### Track usage over the die, run 1

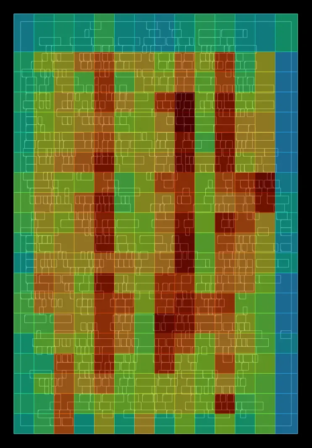
### Where the registers sit, run 1

Scale: 2 px per um.
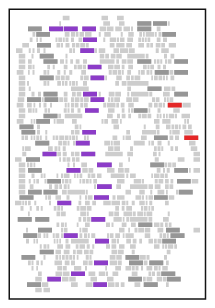
### Close-up of the layout, run 1

Window x 36 to 61, y 60 to 85 um. Cells in grey, sequential cells in the stronger grey; small squares are vias.
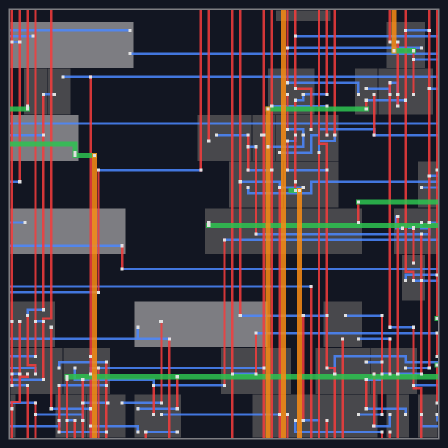
## config.mk

```make
export PLATFORM = sky130hd
export DESIGN_NAME = clk_div_ctrl
export DESIGN_NICKNAME = d
export VERILOG_FILES = /design/src/rtl/clk_div_ctrl.sv
export SDC_FILE = /design/constraint.sdc
export NUM_CORES = 1
export LEC_CHECK = 0
export CAP_MARGIN = 0
export CORE_ASPECT_RATIO = 1.5
export CORE_MARGIN = 2
export CORE_UTILIZATION = 40
export CTS_CLUSTER_SIZE = 40
export DETAILED_ROUTE_END_ITERATION = 8
export GPL_TIMING_DRIVEN = 0
export SLEW_MARGIN = 0
export SYNTH_ARGS = -nofsm -noshare
export SYNTH_HDL_FRONTEND = slang
export SYNTH_SLANG_ARGS = --single-unit
```

## constraint.sdc

```tcl
create_clock -name clk_50mHz -period 3.6 [get_ports clk_50mHz]
set_input_delay 0.54 -clock clk_50mHz [delete_from_list [all_inputs] [get_ports clk_50mHz]]
set_output_delay 0.54 -clock clk_50mHz [all_outputs]
set_load 0.05 [all_outputs]
```

## src/rtl/clk_div_ctrl.sv

```systemverilog
// Run-time programmable clock divider: produces a 50%-duty clk_out and a
// rise-aligned tick. Divisor changes and stops take effect only at period boundaries.
module clk_div_ctrl #(
    parameter int CNT_W        = 26,
    parameter int DEFAULT_HALF = 25000000
) (
    input  logic             clk_50mHz,
    input  logic             rst_n,
    input  logic             en,
    input  logic             cfg_valid,
    input  logic [CNT_W-1:0] cfg_half,
    output logic             cfg_ready,
    output logic             clk_out,
    output logic             tick,
    output logic             busy,
    output logic [CNT_W-1:0] cur_half
);

    localparam logic [CNT_W-1:0] RESET_HALF = CNT_W'(DEFAULT_HALF);

    typedef enum logic [1:0] {
        IDLE,
        RUN,
        STOP
    } state_t;

    state_t           state, state_nx;
    logic [CNT_W-1:0] cnt, cnt_nx;
    logic [CNT_W-1:0] cur_nx;
    logic [CNT_W-1:0] pend_half, pend_half_nx;
    logic             pend_valid, pend_valid_nx;
    logic             clk_nx, tick_nx;
    logic             terminal;

    assign terminal  = (cnt == cur_half - CNT_W'(1));
    assign cfg_ready = !pend_valid;
    assign busy      = (state != IDLE);

    // NOTE: every signal written here gets a default first, so no path leaves
    // a value unassigned and no latch is inferred.
    always_comb begin
        state_nx      = state;
        cnt_nx        = cnt;
        clk_nx        = clk_out;
        tick_nx       = 1'b0;
        cur_nx        = cur_half;
        pend_valid_nx = pend_valid;
        pend_half_nx  = pend_half;

        case (state)
            IDLE: begin
                cnt_nx = '0;
                clk_nx = 1'b0;
                if (pend_valid) begin
                    cur_nx        = pend_half;
                    pend_valid_nx = 1'b0;
                end
                if (en) state_nx = RUN;
            end

            RUN, STOP: begin
                if (terminal) begin
                    cnt_nx  = '0;
                    clk_nx  = !clk_out;
                    tick_nx = !clk_out;
                    // Divisor swaps only at the falling boundary so no period is ever cut short.
                    if (clk_out && pend_valid) begin
                        cur_nx        = pend_half;
                        pend_valid_nx = 1'b0;
                    end
                end else begin
                    cnt_nx = cnt + CNT_W'(1);
                end

                if (state == RUN && !en) begin
                    if (clk_out) begin
                        state_nx = terminal ? IDLE : STOP;
                    end else if (terminal) begin
                        state_nx = STOP;
                    end else begin
                        state_nx = IDLE;
                        cnt_nx   = '0;
                    end
                end else if (state == STOP && terminal) begin
                    state_nx = IDLE;
                end
            end

            default: state_nx = IDLE;
        endcase

        // The slot can only accept when empty, so this never collides with an apply.
        if (cfg_valid && !pend_valid) begin
            pend_valid_nx = 1'b1;
            pend_half_nx  = (cfg_half == '0) ? CNT_W'(1) : cfg_half;
        end
    end

    // NOTE: state registers use non-blocking assignments so every flop samples
    // the pre-edge values computed above.
    always_ff @(posedge clk_50mHz) begin
        if (!rst_n) begin
            state      <= IDLE;
            cnt        <= '0;
            clk_out    <= 1'b0;
            tick       <= 1'b0;
            cur_half   <= RESET_HALF;
            pend_valid <= 1'b0;
            pend_half  <= '0;
        end else begin
            state      <= state_nx;
            cnt        <= cnt_nx;
            clk_out    <= clk_nx;
            tick       <= tick_nx;
            cur_half   <= cur_nx;
            pend_valid <= pend_valid_nx;
            pend_half  <= pend_half_nx;
        end
    end

endmodule
```

==> Slide: Implementation Results, run 1 <==
Run Summary

Outcome
  • Outcome: completed

Layout
  • Buffers excl. clock: around 120
  • Nets: 808
  • Dominant kind of cell by area: combinational gates
  • FILL cells: approximately 1300
  • Seq cells: ~83
  • Synth-to-layout area growth: 22.6%
  • Share of cells above drive strength 1: around 7%
  • Comb/total area: 51.4%
  • Logic area: around 3300 um^2
  • Finished Cell Area: approximately 6400 um^2
  • Clkbuf count: 9
  • Data buffer area share: between 10% and 20%
  • Inverters: 17
  • Clk cell area share: roughly 4.5%
  • Antenna Cells: 0
  • Multi-input gate count: between 500 and 600

Placement
  • GP Congestion: 0.950
  • Dpl cell area: 6010 um^2
  • Post-DP HPWL: around 14 mm
  • Port Buffers: between 50 and 60

Yosys
  • Mux area share: less than 1%
  • Post-synth EDFFs: 0
  • Post-synth cell types: between 50 and 60
  • Cell count after synthesis: around 700
  • Simple share: a little over a third
  • Cell total in the yosys stat output: 700
  • Netlist Area Pre-Place: around 5200 um^2
  • Yosys aoi share: between 10% and 20%
  • Mapped Avg Cell Area: approximately 7.5 um^2
  • Main flop type after synthesis: dfxtp_1
  • Post-synth seq share: approximately a third
  • Yosys adder share: under 10%
  • Synthesis area per yosys: approximately 5200 um^2
  • Synth Register Bits: about 83
  • XORs/XNORs by Area: 7.53%
  • Mapped Nets: around 740
  • Synth async-reset ratio: 0%
  • YS warnings: 0
  • Dominant kind of combinational cell: simple AND/OR/NAND/NOR gates

Critical path
  • Worst Reg2Reg Path Length in Cells: 12
  • Worst setup path class: reg2reg
  • Critical Path Fanout Max: 10
  • CP arrival: between 3000 and 4000 ps
  • Worst R2R End: cur_half[24]$_SDFFE_PN1P_
  • RR Startpoint: cur_half[2]$_SDFFE_PN0P_
  • Setup crit end kind: flop
  • Startpoint types: flop
  • Critical Path RT: roughly 3800 ps
  • R2R setup slack: about 120 ps
  • CP Capture Point: cur_half[24]$_SDFFE_PN1P_
  • CP startpoint: cur_half[2]$_SDFFE_PN0P_

Die
  • FP Rows: ~51
  • Init Core Util: about 40%
  • Die area: between 10000 and 15000 um^2
  • I/O pin count: ~60
  • Die width: approximately 100 um
  • Core area: 12900 um^2
  • Chip height: around 140 um
  • # Taps: 159

GRT
  • Met1 GRT Util: a little over a quarter
  • Number of global-route vias before repair: 5360
  • First-pass GRT wire length: approximately 28 mm
  • Initial antenna violation count: 0
  • Met3 Usage GRT: under 10%
  • Grt ovf: 0
  • Pin count of the biggest net entering global routing: 15

Pwr
  • Leakage: 2.12 nW
  • Peak supply drop: about 0.00019 V
  • Cell area power density: 432 nW/um^2

Clock network
  • CTS buffer count: 9
  • TritonCTS clock tree: done
  • CTS sink cnt: between 80 and 90
  • CTS Buffer Depth: 2
  • Clk slew on worst S/H paths: 70 ps
  • Clk ins delay skew pair: between 300 and 400 ps
  • CTS Hold Bufs: 0
  • Htree depth: 3
  • Root Driver: clkbuf_16

Drt
  • DR vias/cell: between 6 and 7
  • Starting DRT DRC Count: around 320
  • Wirelength, routed: about 18 mm
  • Detailed-route DRC error count: 0
  • 1st-pass router iterations: 6
  • ANT nets after route: 0
  • Vias: 5644

Worst hold path
  • WHS Path Cells: 2
  • Min-delay src: pend_half[18]$_SDFFE_PN0P_
  • Hold WC Path Type: reg2reg
  • Hold EP: pend_half[18]$_SDFFE_PN0P_

Timing
  • Setup-failing EPs final: 0
  • Clock Skews: about 6.2 ps
  • Hold_ws: between 400 and 500 ps
  • Fin. max-slew vios: 0
  • Cycle use final: between 90% and 100%
  • Rel. slew slack: 43.9%
  • Max Fclk: roughly 290 MHz
  • RSZ-0062 raised after global routing: true
  • Slew @ Worst Pin: between 800 and 900 ps
  • Final worst path period need: between 3000 and 4000 ps
  • Final tally of hold violations: 0

Run
  • Tool warning count: 30
  • Max-Cap Viols: 0
Back to the opening pictures, 'Track usage over the die':
met2 Use GR: 47.4%
Most Used Layer, Global Route: met2
final core utilization: 49.8%
overall routing resource usage: 24.9%
DR WL/cell: 18.9 um

Back to the opening pictures, 'Where the registers sit':
colour	signal	sequential cells
purple	`cur_half`	26
red	`state`	2
not coloured	55
FF+latch area: 1670 um^2
flop share of the area: 26.0%
Seq. pwr: 1.05 mW

Back to the opening pictures, 'Close-up of the layout':
colour	layer
blue	M1
red	M2
orange	M4
green	M3
netlist names of flops here include	`cur_half` (4)
sequential cells in the window	4
cells with their middle in the window	31
most frequent	xnor2_1 (4), nand4b_1 (4), dfxtp_1 (3)

[run 1: per-layer routing]
metal  wire [um]  share of wire [%]
met1        6860                 39
met5           0                  0
met4         811                4.6
met2        9220                 52
met3         793                4.5
[run 1: synth_stat cells (2+ instances only)]
cell type | instances | area share (%)
or2_2 | 2 | 0.24
buf_1 | 5 | 0.36
mux2i_1 | 2 | 0.38
a21oi_1 | 36 | 3.4
nand2b_1 | 4 | 0.48
nor4_1 | 17 | 2.0
or4_4 | 2 | 0.43
nand2_1 | 94 | 6.7
and3_1 | 19 | 2.3
or3_1 | 8 | 0.96
buf_2 | 3 | 0.29
xor2_1 | 18 | 3.0
a31oi_1 | 35 | 4.2
buf_4 | 2 | 0.29
inv_1 | 17 | 1.2
nand4_1 | 24 | 2.9
nor2b_1 | 3 | 0.36
nor2_1 | 33 | 2.4
o22ai_1 | 3 | 0.36
nor3b_1 | 2 | 0.29
xnor2_1 | 27 | 4.5
or4b_1 | 2 | 0.38
nand3b_1 | 4 | 0.57
nor3_1 | 49 | 4.7
nand4b_1 | 17 | 2.8
nand3_1 | 45 | 4.3
o21ai_0 | 19 | 1.8
a211o_1 | 2 | 0.33
ha_1 | 6 | 1.4
or4_1 | 21 | 3.0
o211ai_1 | 20 | 2.9
buf_6 | 6 | 1.3
dfxtp_1 | 83 | 32
o2111ai_1 | 3 | 0.50
o31ai_1 | 3 | 0.43
clkbuf_1 | 45 | 3.2
[run 1: repair_timing]
item / in CTS / in global routing
gates resized: 5 / 11
gates cloned: 0 / 1
buffers inserted: 0 / 3
pin swaps: 0 / 9
setup endpoints to repair: 46 / 47
[run 1: cell usage in the layout (no fill, tap or decap), types with 24 or more instances in the layout]
| cell type | Yosys | layout |
|---|---|---|
| a31oi_1 | 35 | 35 |
| a21oi_1 | 36 | 35 |
| nand4_1 | 24 | 24 |
| nand2_1 | 94 | 94 |
| clkdlybuf4s50_1 | 0 | 58 |
| nand3_1 | 45 | 43 |
| nor3_1 | 49 | 49 |
| xnor2_1 | 27 | 27 |
| dfxtp_1 | 83 | 80 |
| clkbuf_1 | 45 | 45 |
| nor2_1 | 33 | 33 |
[run 1: per-stage QoR]
step | std cells | power, mW | setup slack [ps] | setup TNS, ps
floorplan | 700 | 1.55 | 173 | 0
global placement | 917 | 1.80 | -83.9 | -1730
detailed placement | 917 | 1.81 | -149 | -3500
CTS | 932 | 2.76 | 19.7 | 0
global route | 935 | 2.88 | -31.6 | -180
finish | 935 | 2.77 | 121 | 0
[run 1: critical path, stage by stage, from the launching register on]
cell and delay, ps:
dfxtp_1 310, clkbuf_1 240, or4_1 670, nor4_2 420, o211ai_1 170, nor4_1 350, nand4b_1 250, nor3_4 250
buf_12 150, buf_6 120, buf_6 140, nand4b_1 100, and3_1 190
[run 1: report_power, final]
part	total [mW]	internal, mW	switching, mW
logic	0.767	0.261	0.505
registers	1.05	0.975	0.0794
clock network	0.948	0.537	0.411
[run 1: sequential cells by signal, indices dropped and copies added (netlist names)]
register,cells
cnt,26
pend_valid,1
clk_out,1
pend_half,26
state,2
cur_half,26
tick,1
--- run 2 (diff from run 1) ---
--- a/config.mk
+++ b/config.mk
@@ -11,7 +11,9 @@
 export CORE_UTILIZATION = 40
 export CTS_CLUSTER_SIZE = 40
 export DETAILED_ROUTE_END_ITERATION = 8
+export GPL_ROUTABILITY_DRIVEN = 0
 export GPL_TIMING_DRIVEN = 0
+export HOLD_SLACK_MARGIN = 0.1
 export SLEW_MARGIN = 0
 export SYNTH_ARGS = -nofsm -noshare
 export SYNTH_HDL_FRONTEND = slang
### Track usage over the die, run 2

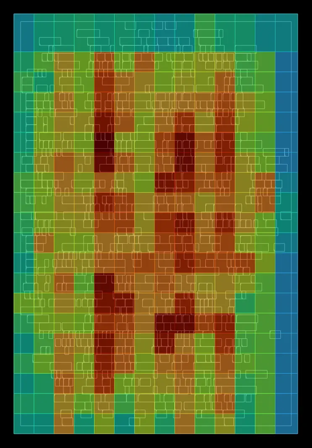
met3 Usage GRT: 3.48%
met1 GRT Util: 27.0%
overall routing resource usage: 24.8%
met2 Use GR: 46.9%
final core utilization: 50.1%

==> run 2 against run 1 <==
Synthesized area unchanged. Sequential cell count unchanged. Die size unchanged. Critical path depth down 2. Register-to-register slack worse by 50 ps. Final cell count up 0.43%. Largest power group unchanged. Sequential power about the same. Maximum frequency down 1.4%. Synthesized cell count unchanged.
==> Slide: Implementation Results, run 2 <==
Run Summary

Outcome
  • Outcome: completed (unchanged)

Timing
  • Final worst path period need: 3530 ps (was 3480 ps)
  • Slew @ Worst Pin: 722 ps (was 834 ps)
  • Rel. slew slack: 51.5% (was 43.9%)
  • Fin. max-slew vios: 0 (unchanged)
  • Max Fclk: 283 MHz (was 287 MHz)
  • Hold_ws: 468 ps (was 475 ps)
  • Clock Skews: 5.84 ps (was 6.22 ps)
  • Final tally of hold violations: 0 (unchanged)
  • Final Worst Setup Slack: 72.4 ps (was 121 ps)
  • Setup-failing EPs final: 0 (unchanged)
  • Cycle use final: 98.0% (was 96.6%)

Clock network
  • TritonCTS clock tree: done (unchanged)
  • CTS Buffer Depth: 2 (unchanged)
  • CTS Hold Bufs: 0 (unchanged)
  • Clk slew on worst S/H paths: 60 ps (was 70 ps)
  • Clk ins delay skew pair: 350 ps (about the same)
  • Htree depth: 3 (unchanged)
  • Root Driver: clkbuf_16 (unchanged)
  • CTS sink cnt: 83 (unchanged)
  • CTS buffer count: 9 (unchanged)

Yosys
  • Synth area leader: dfxtp_1 (unchanged)
  • Count leader, synth: nand2_1 (unchanged)
  • Post-synth cell types: 55 (unchanged)
  • Dominant kind of combinational cell: simple AND/OR/NAND/NOR gates (unchanged)
  • Cell count after synthesis: 700 (unchanged)
  • Top cells by area: dfxtp_1, nand2_1, nor3_1 (unchanged)
  • Main flop type after synthesis: dfxtp_1 (unchanged)
  • Area leader share: 31.7% (unchanged)
  • Yosys adder share: 1.43% (unchanged)
  • XORs/XNORs by Area: 7.53% (unchanged)
  • Mapped Nets: 736 (unchanged)
  • Post-synth seq share: 31.7% (unchanged)
  • Simple share: 36.0% (unchanged)
  • Post-synth EDFFs: 0 (unchanged)
  • Yosys aoi share: 16.0% (unchanged)
  • Synth async-reset ratio: 0% (unchanged)
  • Top cells by count: nand2_1, dfxtp_1, nor3_1, clkbuf_1, nand3_1 (unchanged)
  • Synthesis area per yosys: 5230 um^2 (unchanged)
  • Netlist Area Pre-Place: 5230 um^2 (unchanged)
  • Mux area share: 0.598% (unchanged)
  • YS warnings: 0 (unchanged)
  • Synth Register Bits: 83 (unchanged)
  • Cell total in the yosys stat output: 700 (unchanged)
  • Mapped Avg Cell Area: 7.48 um^2 (unchanged)

Placement
  • DP Worst Slack: -151 ps (was -149 ps)
  • Post-DP HPWL: 13.3 mm (was 13.6 mm)
  • Port Buffers: 58 (unchanged)

Die
  • Init Core Util: 40.6% (unchanged)
  • Chip height: 144 um (unchanged)
  • Die area: 14000 um^2 (unchanged)
  • Die width: 97.4 um (unchanged)
  • I/O pin count: 60 (unchanged)
  • Core area: 12900 um^2 (unchanged)
  • FP Rows: 51 (unchanged)

Drt
  • Vias: 5826 (was 5644)
  • DR top layer: met4 (unchanged)
  • ANT nets after route: 0 (unchanged)
  • Metal-1 WL: 6.84 mm (was 6.86 mm)
  • Detailed-route DRC error count: 0 (unchanged)
  • Starting DRT DRC Count: 285 (was 318)
  • Met3 WL: 1.00 mm (was 793 um)
  • Metal2 WL: 9.38 mm (was 9.22 mm)
  • Wirelength, routed: 18.0 mm (was 17.7 mm)
  • 1st-pass router iterations: 7 (was 6)
  • DR vias/cell: 6.20 (was 6.04)
  • DR WL/cell: 19.2 um (was 18.9 um)

Layout
  • Nets: 812 (was 808)
  • Antenna Cells: 0 (unchanged)
  • Share of cells above drive strength 1: 6.92% (was 6.83%)
  • FILL cells: 1278 (was 1283)
  • Biggest regs: cnt: 26 flops, cur_half: 26 flops, pend_half: 26 flops (unchanged)
  • Top cell excl fill/tap: nand2_1 (unchanged)
  • Synth-to-layout area growth: 23.5% (was 22.6%)
  • Most frequent cells in the layout: nand2_1, dfxtp_1, clkdlybuf4s50_1 (unchanged)

Critical path
  • Critical Path Fanout Max: 10 (unchanged)
  • Worst setup path class: reg2reg (unchanged)
  • Critical Path RT: 3800 ps (was 3840 ps)
  • CP arrival: 3730 ps (was 3720 ps)
  • Startpoint types: flop (unchanged)
  • Setup crit end kind: flop (unchanged)

Run
  • Tool warning count: 29 (was 30)
  • Max-Cap Viols: 0 (unchanged)

GRT
  • Grt ovf: 0 (unchanged)
  • Number of global-route vias before repair: 5476 (was 5360)
  • Pin count of the biggest net entering global routing: 14 (was 15)
  • First-pass GRT wire length: 27.9 mm (about the same)

Worst hold path
  • Hold WC Path Type: reg2reg (unchanged)

Pwr
  • Total Power: 2.80 mW (was 2.77 mW)
  • Leakage: 2.14 nW (was 2.12 nW)
## run 2: cell counts after synthesis
Identical to the previous run, type by type.
## run 2: kinds of logic after synthesis
logic type	count (synthesis)
compound gates	133
xor+xnor	45
fa+ha+maj	6
buf+inv	78
flops	83
mux	3
simple gates	352
## run 2: where the power goes
group	switching (mW)	internal, mW	total [mW]
clock	0.389	0.575	0.964
sequential	0.0832	0.975	1.06
combinational	0.510	0.266	0.776
total	0.982	1.82	2.80
## run 2: what timing repair did
action / CTS / global route
cloned: 0 / 2
setup buffers: 0 / 7
setup endpoints to repair: 49 / 50
pin swaps: 0 / 8
resized: 4 / 13
## run 2: final timing paths
kind	startpoint	endpoint	slack, ps	cells after the start
worst max-delay path	cur_half[2]$_SDFFE_PN0P_	cnt[13]$_SDFFE_PN0P_	70	10
worst min-delay path	pend_half[20]$_SDFFE_PN0P_	pend_half[20]$_SDFFE_PN0P_	470	2
worst max register to register	cur_half[2]$_SDFFE_PN0P_	cnt[13]$_SDFFE_PN0P_	70	10
worst min register to register	pend_half[20]$_SDFFE_PN0P_	pend_half[20]$_SDFFE_PN0P_	470	2
## run 2: area by class of cell
type / count / area (um^2) / share of cell area [%]
Inverter: 17 / 63.8 / 0.988
Clock buffer: 12 / 256 / 3.97
Clock inverter: 3 / 46.3 / 0.716
Buffer: 59 / 284 / 4.40
Multi-Input combinational cell: 540 / 3310 / 51.2
Timing Repair Buffer: 66 / 638 / 9.88
Tap cell: 159 / 199 / 3.08
Sequential cell: 83 / 1670 / 25.8
## run 2: layer usage
layer / GRT usage (%) / up-vias
met5: 0 / -
met4: 12.5 / 0
met3: 3.48 / 61
met2: 46.9 / 273
met1: 27.0 / 2757
li1: - / 2735
## run 2: per-stage QoR
step | TNS (ps) | instances | instance area (um^2)
floorplan | 0 | 700 | 5230
global placement | -1850 | 917 | 6010
detailed placement | -3800 | 917 | 6010
CTS | 0 | 932 | 6340
global route | -617 | 939 | 6460
finish | 0 | 939 | 6460
## run 2: worst max-delay path, cell delays in order, from the launching register on
cell and delay [ps]:
dfxtp_1 310, clkbuf_1 240, or4_1 700, nor4_4 350
o211ai_1 160, nor4_1 360, nand4b_1 290, or2_4 350
a21oi_1 270, buf_2 290, nor3_1 80
Power figures rest on the tool's default switching activity, not on a simulated workload.
